==> src/rtl/muldiv_pkg.sv <==
// Shared definitions for the iterative RV32M multiply/divide unit.
// Holds operand width, M-extension funct3 codes, FSM states and signedness helpers.
package muldiv_pkg;

    localparam int XLEN = 32;

    localparam logic [2:0] OP_MUL    = 3'b000;
    localparam logic [2:0] OP_MULH   = 3'b001;
    localparam logic [2:0] OP_MULHSU = 3'b010;
    localparam logic [2:0] OP_MULHU  = 3'b011;
    localparam logic [2:0] OP_DIV    = 3'b100;
    localparam logic [2:0] OP_DIVU   = 3'b101;
    localparam logic [2:0] OP_REM    = 3'b110;
    localparam logic [2:0] OP_REMU   = 3'b111;

    typedef enum logic [1:0] {
        ST_IDLE  = 2'd0,
        ST_RUN   = 2'd1,
        ST_FIXUP = 2'd2,
        ST_DONE  = 2'd3
    } state_e;

    // MUL is treated as signed x signed: the low product word is the same either way.
    function automatic logic op_signed_a(input logic [2:0] op);
        return (op == OP_MUL) || (op == OP_MULH) || (op == OP_MULHSU) ||
               (op == OP_DIV) || (op == OP_REM);
    endfunction

    function automatic logic op_signed_b(input logic [2:0] op);
        return (op == OP_MUL) || (op == OP_MULH) || (op == OP_DIV) || (op == OP_REM);
    endfunction

endpackage

==> src/rtl/muldiv_step.sv <==
// One iteration of the muldiv datapath: radix-2 shift-add or restoring shift-subtract.
// Purely combinational; no backpressure.
module muldiv_step
    import muldiv_pkg::*;
#(
    parameter int W = XLEN
) (
    input  logic         is_div,
    input  logic [W:0]   hi,
    input  logic [W-1:0] lo,
    input  logic [W-1:0] opnd,
    output logic [W:0]   hi_nxt,
    output logic [W-1:0] lo_nxt
);

    logic [W:0]   sum;
    logic [W:0]   shifted;
    logic [W+1:0] diff;

    always_comb begin
        sum     = hi + {1'b0, opnd & {W{lo[0]}}};
        shifted = {hi[W-1:0], lo[W-1]};
        diff    = {1'b0, shifted} - {2'b00, opnd};
        hi_nxt  = '0;
        lo_nxt  = '0;
        if (is_div) begin
            // Borrow out of the subtraction means the divisor did not fit: restore.
            if (!diff[W+1]) begin
                hi_nxt = diff[W:0];
                lo_nxt = {lo[W-2:0], 1'b1};
            end else begin
                hi_nxt = shifted;
                lo_nxt = {lo[W-2:0], 1'b0};
            end
        end else begin
            // {hi, lo} holds partial product above the not-yet-consumed multiplier bits.
            hi_nxt = {1'b0, sum[W:1]};
            lo_nxt = {sum[0], lo[W-1:1]};
        end
    end

endmodule

==> src/rtl/muldiv_unit.sv <==
// Fixed 34-cycle iterative RV32M multiply/divide unit beside the execute-stage ALU.
// Accepts only while in_ready (IDLE); requests in other states are dropped, flush aborts.
module muldiv_unit #(
    parameter int XLEN = muldiv_pkg::XLEN,
    parameter int ITER = XLEN
) (
    input  logic            clk,
    input  logic            reset,
    input  logic            in_valid,
    input  logic [2:0]      in_op,
    input  logic [XLEN-1:0] in_rs1,
    input  logic [XLEN-1:0] in_rs2,
    input  logic            flush,
    output logic            in_ready,
    output logic            busy,
    output logic            result_valid,
    output logic [XLEN-1:0] result
);
    import muldiv_pkg::*;

    localparam int CW = $clog2(ITER);

    state_e            state;
    logic [CW-1:0]     cnt;
    logic [2:0]        op_q;
    logic              neg_a;
    logic              neg_b;
    logic [XLEN-1:0]   src_a;
    logic [XLEN-1:0]   opnd;
    logic [XLEN:0]     hi;
    logic [XLEN-1:0]   lo;
    logic [XLEN-1:0]   result_q;
    logic              rdy_q;
    logic              busy_q;
    logic              done_q;

    logic              in_neg_a;
    logic              in_neg_b;
    logic [XLEN-1:0]   a_abs;
    logic [XLEN-1:0]   b_abs;
    logic [XLEN:0]     hi_nxt;
    logic [XLEN-1:0]   lo_nxt;

    always_comb begin
        in_neg_a = op_signed_a(in_op) & in_rs1[XLEN-1];
        in_neg_b = op_signed_b(in_op) & in_rs2[XLEN-1];
        a_abs    = in_neg_a ? (~in_rs1 + 1'b1) : in_rs1;
        b_abs    = in_neg_b ? (~in_rs2 + 1'b1) : in_rs2;
    end

    muldiv_step #(.W(XLEN)) u_step (
        .is_div (op_q[2]),
        .hi     (hi),
        .lo     (lo),
        .opnd   (opnd),
        .hi_nxt (hi_nxt),
        .lo_nxt (lo_nxt)
    );

    logic [2*XLEN-1:0] prod;
    logic [2*XLEN-1:0] prod_s;
    logic [XLEN-1:0]   quo_s;
    logic [XLEN-1:0]   rem_s;
    logic [XLEN-1:0]   fix_res;
    logic              neg_q;
    logic              div_zero;

    // Signed overflow (MIN / -1) falls out naturally: |MIN|/1 negates back to MIN, remainder 0.
    always_comb begin
        prod     = {hi[XLEN-1:0], lo};
        neg_q    = neg_a ^ neg_b;
        prod_s   = neg_q ? (~prod + 1'b1) : prod;
        quo_s    = neg_q ? (~lo + 1'b1) : lo;
        rem_s    = neg_a ? (~hi[XLEN-1:0] + 1'b1) : hi[XLEN-1:0];
        div_zero = (opnd == '0);
        fix_res  = '0;
        case (op_q)
            OP_MUL:                       fix_res = prod_s[XLEN-1:0];
            OP_MULH, OP_MULHSU, OP_MULHU: fix_res = prod_s[2*XLEN-1:XLEN];
            OP_DIV, OP_DIVU:              fix_res = div_zero ? '1 : quo_s;
            OP_REM, OP_REMU:              fix_res = div_zero ? src_a : rem_s;
            default:                      fix_res = '0;
        endcase
    end

    always_ff @(posedge clk or negedge reset) begin
        if (!reset) begin
            state    <= ST_IDLE;
            cnt      <= '0;
            op_q     <= '0;
            neg_a    <= 1'b0;
            neg_b    <= 1'b0;
            src_a    <= '0;
            opnd     <= '0;
            hi       <= '0;
            lo       <= '0;
            result_q <= '0;
            rdy_q    <= 1'b1;
            busy_q   <= 1'b0;
            done_q   <= 1'b0;
        end else if (flush && (state != ST_IDLE)) begin
            state  <= ST_IDLE;
            rdy_q  <= 1'b1;
            busy_q <= 1'b0;
            done_q <= 1'b0;
        end else begin
            case (state)
                ST_IDLE: begin
                    if (in_valid && !flush) begin
                        state  <= ST_RUN;
                        cnt    <= '0;
                        op_q   <= in_op;
                        neg_a  <= in_neg_a;
                        neg_b  <= in_neg_b;
                        src_a  <= in_rs1;
                        hi     <= '0;
                        // Divide shifts the dividend out of lo; multiply consumes the multiplier there.
                        lo     <= in_op[2] ? a_abs : b_abs;
                        opnd   <= in_op[2] ? b_abs : a_abs;
                        rdy_q  <= 1'b0;
                        busy_q <= 1'b1;
                    end
                end
                ST_RUN: begin
                    hi  <= hi_nxt;
                    lo  <= lo_nxt;
                    cnt <= cnt + 1'b1;
                    if (cnt == CW'(ITER - 1)) begin
                        state <= ST_FIXUP;
                    end
                end
                ST_FIXUP: begin
                    result_q <= fix_res;
                    done_q   <= 1'b1;
                    state    <= ST_DONE;
                end
                ST_DONE: begin
                    done_q <= 1'b0;
                    rdy_q  <= 1'b1;
                    busy_q <= 1'b0;
                    state  <= ST_IDLE;
                end
                default: begin
                    state <= ST_IDLE;
                end
            endcase
        end
    end

    assign in_ready     = rdy_q;
    assign busy         = busy_q;
    assign result_valid = done_q & ~flush;
    assign result       = result_q;

endmodule

==> config.mk <==
export PLATFORM = sky130hd
export DESIGN_NAME = muldiv_unit
export DESIGN_NICKNAME = d
export VERILOG_FILES = /design/src/rtl/muldiv_pkg.sv /design/src/rtl/muldiv_step.sv /design/src/rtl/muldiv_unit.sv
export SDC_FILE = /design/constraint.sdc
export NUM_CORES = 1
export LEC_CHECK = 0
export ABC_AREA = 1
export CAP_MARGIN = 20
export CORE_UTILIZATION = 37
export DETAILED_ROUTE_END_ITERATION = 12
export PLACE_DENSITY = 0.61
export SLEW_MARGIN = 30
export SYNTH_ARGS = -nofsm -noshare
export SYNTH_HDL_FRONTEND = slang
export SYNTH_SLANG_ARGS = --single-unit
export TNS_END_PERCENT = 5
==> constraint.sdc <==
create_clock -name clk -period 3.15 [get_ports clk]
set_input_delay 0.4725 -clock clk [delete_from_list [all_inputs] [get_ports clk]]
set_output_delay 0.4725 -clock clk [all_outputs]
set_load 0.05 [all_outputs]
run_1/power_grid.png
Drawn at 1.5 px/um. Pins as bars on the die edge.
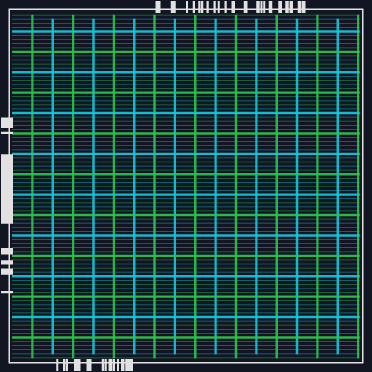
Cyan shows VDD. Green shows VSS.
17 straps on met4. The core has 84 rows. 106 signal pins sit on the boundary.

run_1/placement_by_type.png
Drawn at 1 px/um. Fill, decap, tap and diode cells in grey.
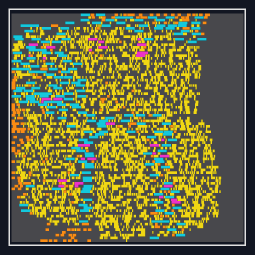
Cyan shows flops, cells 176, share of their area 20%. Orange shows other buffers and delay cells, cells 194, share of their area 8.2%. Magenta shows clock drivers and dummy loads, cells 32, share of their area 2.7%. Yellow shows combinational and other logic, cells 3,273, share of their area 69%.

run_1/clk_routes.png
Drawn at 2 px/um.
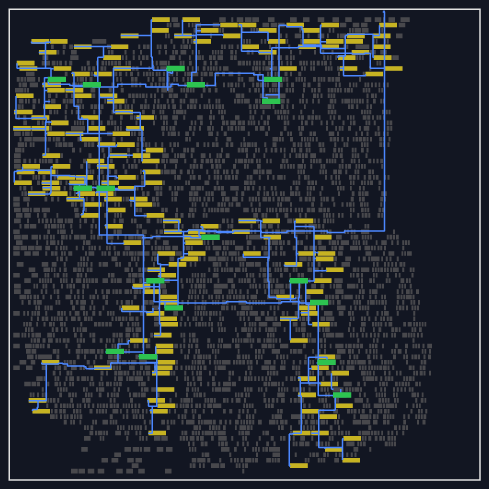
Blue shows clock wires, length 2,730 um. Yellow shows flip-flops, count 176. Green shows clock drivers, count 17.
There are 18 routed clock nets.

## run 1: layer usage
layer  share of wire  track usage  up-vias  routed length, um
met5         0.00014            0        -                 13
met4           0.063       0.1864        2               5650
met3            0.10      0.07672      208               9217
met2            0.42       0.4774     1237              37420
met1            0.42       0.4256    10840              37380
li1                -            -    11480                  -
## run 1: cell type report
| cell class | instances | area, um^2 |
|---|---|---|
| Fill cell | 5994 | 30190 |
| Multi-Input combinational cell | 2779 | 13260 |
| Sequential cell | 176 | 4407 |
| Inverter | 494 | 1854 |
| Timing Repair Buffer | 194 | 1800 |
| Tap cell | 688 | 860.8 |
| Clock buffer | 19 | 432.9 |
| Clock inverter | 13 | 166.4 |
## run 1: cells in the final DEF (no fill, tap or decap), types with 11 or more instances in the layout
cell type | synthesis | routed
o21bai_1 | 14 | 14
inv_1 | 478 | 476
a21oi_1 | 141 | 141
o21ai_0 | 171 | 171
nand3b_1 | 17 | 17
o21ai_1 | 22 | 22
nor2_2 | 14 | 16
nor3_1 | 16 | 16
nand3_1 | 354 | 354
inv_2 | 15 | 17
xor2_1 | 63 | 63
xnor2_1 | 22 | 22
clkdlybuf4s50_1 | 0 | 104
nand2_1 | 1278 | 1278
o211ai_1 | 33 | 33
clkbuf_16 | 0 | 17
nand2_2 | 14 | 14
buf_4 | 5 | 82
nor2_1 | 408 | 405
nand4_1 | 44 | 44
or2_2 | 11 | 11
dfrtp_1 | 175 | 174
ha_1 | 74 | 74
## run 1: logic make-up after synthesis
group	count (synthesis)
simple gates	2186
compound gates	432
xor+xnor	85
flops	176
fa+ha+maj	76
buf+inv	609
## run 1: critical path, delay by kind of cell, from the launching register on
family                     cells  cell delay, ns
DFF                            1            0.68
and+or+nand+nor                6            0.88
adders and majority gates      1            0.40
buffers and inverters          2            0.33
AOI/OAI and AO/OA              3            0.59
==> impl_metrics.csv, run 1 <==
group,metric,value,unit
pwr,powerClk,2250,uW
worst_setup_path,critPathLaunchType,"register",
min_path,whs_path_depth,2,
pwr,power_switching,16000,uW
sta,max_slew_margin,0.4310,
routing,via_per_inst,5.447,
grt,antenna_found_initial,1,
worst_setup_path,end_kind,"register",
pwr,swShare,0.6082,
sta,setup_ws,0.1317,ns
pwr,combPwrFrac,0.745,
worst_setup_path,worst_path_max_delay_cell,"dfrtp_1",
grt,grt_pass1_wl,134.2,mm
cts,cts-root-buf,"clkbuf_16",
placement,gp_congestion,1.081,
floorplan,num_rows,84,
grt,overflow,0,
sta,rsz0062_at_grt,"false",
cts,htree_levels,4,
sta,fin_tns_setup,0,ns
routing,drc,0,
logic_synthesis,avgSynthCellArea,5.618,um^2
placement,port_buffers,105,
floorplan,fp.coreArea,52970,um^2
pwr,p_int,10310,uW
cts,cts_tree,"done",
worst_setup_path,cp_slowest_stage_delay,0.68,ns
finish,diodes,0,
finish,final_area,22780,um^2
logic_synthesis,async_flop_share,1.000,
placement,place_ws,0.03309,ns
finish,syn_to_final_growth,13.80,%
grt,grt_pass1_vias,21830,
run,cap_viol_max_count,0,
worst_setup_path,cp_data_required_time,3.52,ns
logic_synthesis,ys_seq_frac,0.2200,
sta,finalClockSkew,0.01578,ns
worst_setup_path,reg2reg_to,"hi[6]$_DFFE_PN0P_",
min_path,hold_class,"register to register",
status,status,"finished, final reports clean",
logic_synthesis,ys.flops,176,
sta,finalCritPeriodShare,0.9582,
pwr,power.density,1155,nW/um^2
routing,drtPass1Iterations,7,
finish,utilization,0.4301,
logic_synthesis,top_cells_by_count,"nand2_1 (1,278), inv_1 (478), nor2_1 (408)",
placement,dp_hpwl,73.27,mm
finish,top_register,"hi",
logic_synthesis,ys_area,20020,um^2
min_path,min_to,"result[28]$_DFFE_PN0P_",
floorplan,dieArea,55050,um^2
logic_synthesis,syn_inst,3564,
worst_setup_path,crit_arrival,3.39,ns
sta,period_minus_slack,3.018,ns
routing,vias,23770,
worst_setup_path,critical_path_peak_fanout,31,
worst_setup_path,crit_chain,"ha_1, nand2_1, inv_1, nand2_2, o21ai_1, a21oi_4, nand2_4, buf_12, nor2_1, nand2_1, nand3_1, o21ai_1",
sta,worst_slew_pin_slew,0.8535,ns
logic_synthesis,synthAdderAreaFrac,0.04824,
placement,dp.cells,4330,
logic_synthesis,xor_share,0.03718,
sta,finalMaxSlewViolations,0,
sta,setup_viol,0,
cts,cts_buffers,17,
floorplan,die_h,234.6,um
logic_synthesis,ys_sh_mux,0,
run,warning_count,29,
logic_synthesis,synth_cell_types,52,
floorplan,io_pins,106,
min_path,hold_path_startpoint,"result[28]$_DFFE_PN0P_",
logic_synthesis,aoi_share,0.1217,
logic_synthesis,syn-cell-area,20020,um^2
cts,cts_resized,0,
worst_setup_path,crit_type,"register to register",
placement,postPlaceCellArea,22180,um^2
floorplan,dieWidth,234.6,um
pwr,p_comb,19600,uW
routing,final_antenna_net_count,0,
finish,drive_above_1_share,0.05578,
pwr,p_leak,0.01216,uW
--- run 2 (diff from run 1) ---
--- a/config.mk
+++ b/config.mk
@@ -9,6 +9,7 @@
 export CAP_MARGIN = 20
 export CORE_UTILIZATION = 37
 export DETAILED_ROUTE_END_ITERATION = 12
+export GPL_TIMING_DRIVEN = 0
 export PLACE_DENSITY = 0.61
 export SLEW_MARGIN = 30
 export SYNTH_ARGS = -nofsm -noshare
run_2/power_grid.png
Drawn at 1.5 px/um. Pins as bars on the die edge.
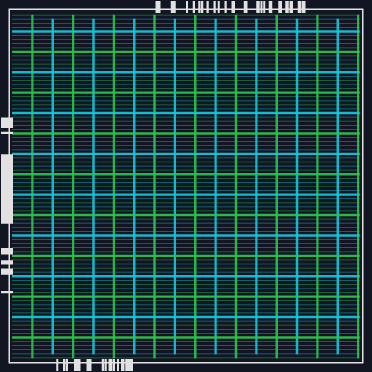
Green shows VSS. Cyan shows VDD.
17 straps on met4. The core has 84 rows.

run_2/placement.png
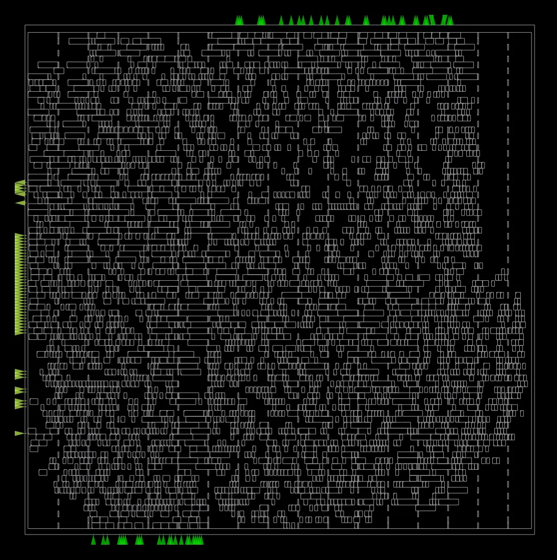
Tapcells: 688
Final Util: 0.4265

run_2/placement_by_type.png
Drawn at 1 px/um. Fill, decap, tap and diode cells in grey.
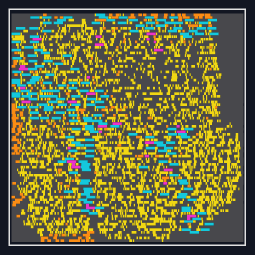
Yellow shows combinational and other logic, cells 3,273, share of their area 69%. Magenta shows clock drivers and dummy loads, cells 31, share of their area 2.6%. Orange shows other buffers and delay cells, cells 222, share of their area 7.6%. Cyan shows flops, cells 176, share of their area 20%.

==> impl_metrics.csv, run 2 <==
group,metric,value,unit
status,status,"finished, final reports clean",
placement,gp_congestion,1.088,
logic_synthesis,xor_share,0.03718,
cts,cts-root-buf,"clkbuf_16",
worst_setup_path,crit_arrival,3.53,ns
grt,overflow,0,
worst_setup_path,crit_chain,"inv_1, nand4_1, nor2_1, nand4_1, clkbuf_1, o21ai_0, nor2_1, nor2_1, nand2_1, nand2_1, nand2_1",
logic_synthesis,async_flop_share,1.000,
run,warning_count,30,
finish,diodes,0,
routing,wl_met2,42.22,mm
finish,layout_top_cell,"nand2_1",
finish,syn_to_final_growth,12.83,%
sta,finalClockSkew,0.01576,ns
logic_synthesis,aoi_share,0.1217,
logic_synthesis,top_cells_by_count,"nand2_1 (1,278), inv_1 (478), nor2_1 (408)",
logic_synthesis,avgSynthCellArea,5.618,um^2
pwr,power.density,1217,nW/um^2
finish,mi_logic_area,13250,um^2
worst_setup_path,worst_path_max_delay_cell,"o21ai_0",
grt,use_met1,0.5118,
grt,use_met3,0.08459,
logic_synthesis,ys_area,20020,um^2
worst_setup_path,critPathLaunchType,"register",
pwr,combPwrFrac,0.746,
min_path,hold_class,"primary input to asynchronous set/reset pin",
logic_synthesis,syn-cell-area,20020,um^2
placement,port_buffers,104,
routing,wirelength_met1,44.28,mm
floorplan,die_h,234.6,um
pwr,p_int,10200,uW
worst_setup_path,reg2reg_to,"result[12]$_DFFE_PN0P_",
cts,htree_levels,4,
grt,grt_pass1_wl,149.2,mm
floorplan,dieWidth,234.6,um
placement,place_ws,-0.3825,ns
worst_setup_path,cp_num_buf_inv,2,
routing,vias,24390,
routing,final_antenna_net_count,0,
sta,setup_viol,0,
worst_setup_path,cp_slowest_stage_delay,0.68,ns
logic_synthesis,synth_cell_types,52,
worst_setup_path,cp_num_cells,11,
grt,grt_pass1_vias,22650,
cts,cts_tree,"done",
worst_setup_path,cp_data_required_time,3.54,ns
grt,grt.busiest_layer,"met2",
logic_synthesis,ys.flops,176,
worst_setup_path,end_kind,"register",
floorplan,num_rows,84,
finish,drive_above_1_share,0.04295,
finish,layout_top_cells,"nand2_1 (1,275), inv_1 (477), nor2_1 (407)",
floorplan,io_pins,106,
==> run 2: cell types whose count changed in the layout (fill, tap and decap cells not counted), sizes merged <==
cell / previous run / this run
clkdlybuf4s50: 104 / 103
clkinv: 5 / 4
buf: 88 / 54
inv: 500 / 502
bufinv: 1 / 0
clkinvlp: 1 / 0
clkbuf: 20 / 83
==> run 2: area by class of cell <==
class | instances | share of cell area
repair buffers | 107 | 0.04918
clock buffers | 19 | 0.02005
multi-input cells | 2779 | 0.5864
clock inverters | 12 | 0.005040
plain buffers | 115 | 0.02404
well taps | 688 | 0.03811
inverters | 494 | 0.08208
flip-flops and latches | 176 | 0.1951
==> run 2: through the flow <==
| stage | hold WS (ns) | TNS, ns | power, uW | instances |
|---|---|---|---|---|
| 2_1_floorplan | 0.1769 | 0 | 17070 | 3564 |
| 6_report | 0.4088 | 0 | 27500 | 4390 |
| 4_1_cts | 0.3977 | 0 | 26670 | 4390 |
| 3_5_place_dp | 0.3482 | -2.783 | 24420 | 4358 |
| 3_3_place_gp | 0.4647 | -1085.83 | 24530 | 4356 |
| 5_1_grt | 0.4238 | -0.01438 | 29370 | 4390 |
==> run 2: power groups by stage <==
stage	registers (uW)	clock network, uW	logic [uW]
final	4830	2150	20500
after global routing	4860	2250	22300
after CTS	4710	2180	19800
after detailed placement	4750	0	19700
after global placement	4750	0	19800
after floorplan	4700	0	12400
==> run 2: what timing repair did <==
item,CTS,global route
endpoints found under the hold margin,28,0
pin swaps,0,0
endpoints found under the setup margin,17,21
hold buffers,1,0
resized,4,13
==> run 2: kinds of logic (layout without fill, tap and decap cells) <==
family,after synthesis,in the layout
AND-OR/OR-AND,432,432
flip-flops,176,176
buffers and inverters,609,747
XOR/XNOR,85,85
adder cells (fa/ha/maj),76,76
AND/OR/NAND/NOR,2186,2186
Power is estimated from default activity; no workload was simulated.
